==> config.mk <==
export PLATFORM = sky130hd
export DESIGN_NAME = user_id_enroll
export DESIGN_NICKNAME = d
export VERILOG_FILES = /design/src/rtl/user_id_enroll.sv
export SDC_FILE = /design/constraint.sdc
export NUM_CORES = 1
export LEC_CHECK = 0
export ABC_AREA = 1
export CORE_ASPECT_RATIO = 0.8
export CORE_UTILIZATION = 40
export CTS_BUF_LIST = sky130_fd_sc_hd__clkbuf_8 sky130_fd_sc_hd__clkbuf_16
export DETAILED_ROUTE_END_ITERATION = 10
export PLACE_DENSITY = 0.72
export SETUP_SLACK_MARGIN = 0.5
export SYNTH_ARGS = -nofsm -noshare
export SYNTH_HDL_FRONTEND = slang
export SYNTH_SLANG_ARGS = --single-unit
==> constraint.sdc <==
create_clock -name i_clk -period 2.5 [get_ports i_clk]
set_input_delay 0.75 -clock i_clk [delete_from_list [all_inputs] [get_ports i_clk]]
set_output_delay 0.75 -clock i_clk [all_outputs]
set_load 0.03 [all_outputs]
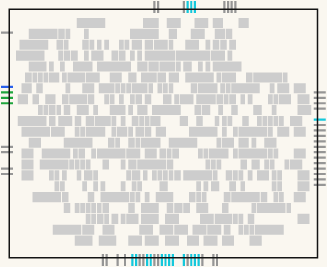
*Pin map*
Scale: 4 px per µm. Pins as bars across the die edge, other pins in gray.
blue -> o_wren_uid  # pins 1, direction output, edge west
cyan -> i_id_input  # pins 16, direction input, edge 12 south, 3 north, 1 east
green -> o_address_user  # pins 3, direction output, edge west
all pins by edge = 24 south, 17 east, 10 north, 9 west
die outline height: 61.7 µm
Die X: 76.7 µm
IO buf count: 59

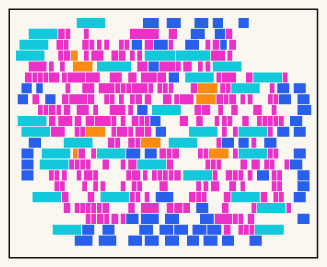
*Placed cells, one color a class*
Scale: 4 px per µm.
magenta -> combinational and other logic  # cells 246, share of their area 48%
cyan -> sequential cells  # cells 30, share of their area 24%
orange -> clock drivers and dummy loads  # cells 8, share of their area 3.6%
blue -> remaining buffers and delay cells  # cells 66, share of their area 24%
flop share of the area: 0.236
row count: 21
Final Util: 0.609
Core Area: 4230 µm²

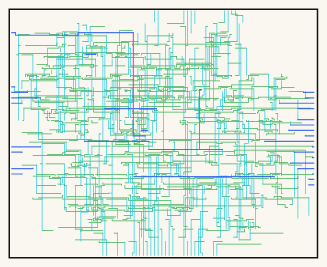
*Wiring by layer*
Scale: 4 px per µm.
cyan -> metal 2  # wire length 2040 µm
blue -> metal 3  # wire length 217 µm
magenta -> metal 4  # wire length 40.8 µm
green -> metal 1  # wire length 2370 µm
Via Count: 1907
routed wire length: 4670 µm
per-cell routed wire length: 11.5 µm
All-Layer GR Usage: 0.208

==> flow_summary.ini <==
; flow metrics
[global_route]
use_met3 = 0.0438
grt_util_met2 = 0.343
antenna_found_initial = 0
grt_remaining_overflow = 0
met1_usage = 0.278

[timing]
relSlewSlack = 0.621
holdWs_ps = 482
setup_viol = 0

[synth]
async_flop_share = 0
xor_share = 0.00982
ys_top_logic_family = simple AND/OR/NAND/NOR gates
synth_cells = 281
synth_nets = 319
ys_top_cells_by_count = nand2_1 (83), inv_1 (47), dfxtp_1 (30), a21oi_1 (24), o21ai_0 (23)
top_cell = nand2_1
ys_warn_count = 0
ys_ff = 30

[pwr]
p_seq_uw = 736
seq_power_share = 0.316
intPower_mw = 1.27
p_sw_mw = 1.06
maxPowerGroup = combinational cells
p_sw_frac = 0.456
p_per_area_nw_per_um2 = 902

[placed_design]
hpwlAfterDp_um = 3600
gp_congestion = 0.883

[route]
first_iter_violations = 78
drc = 0
wl_met2_um = 2040

[cells_and_area]
buffers = 66
layout-drive-gt1-share = 0.166
final_area_um2 = 2580
diodes = 0
comb_area_frac = 0.390

[floorplan]
taps = 57
core_util_floorplan = 0.422

[outcome]
outcome = complete, no violations

[clocking]
cts_sinks = 30
numCtsBuffers = 5
h-tree-depth = 2
postCtsResizedCells = 85

[setup_path]
cp_slowest_cell = dfxtp_4
crit_family = flip-flops
max_stage_delay_ps = 360

[job]
maxCapViolCount = 0
warning_count = 30
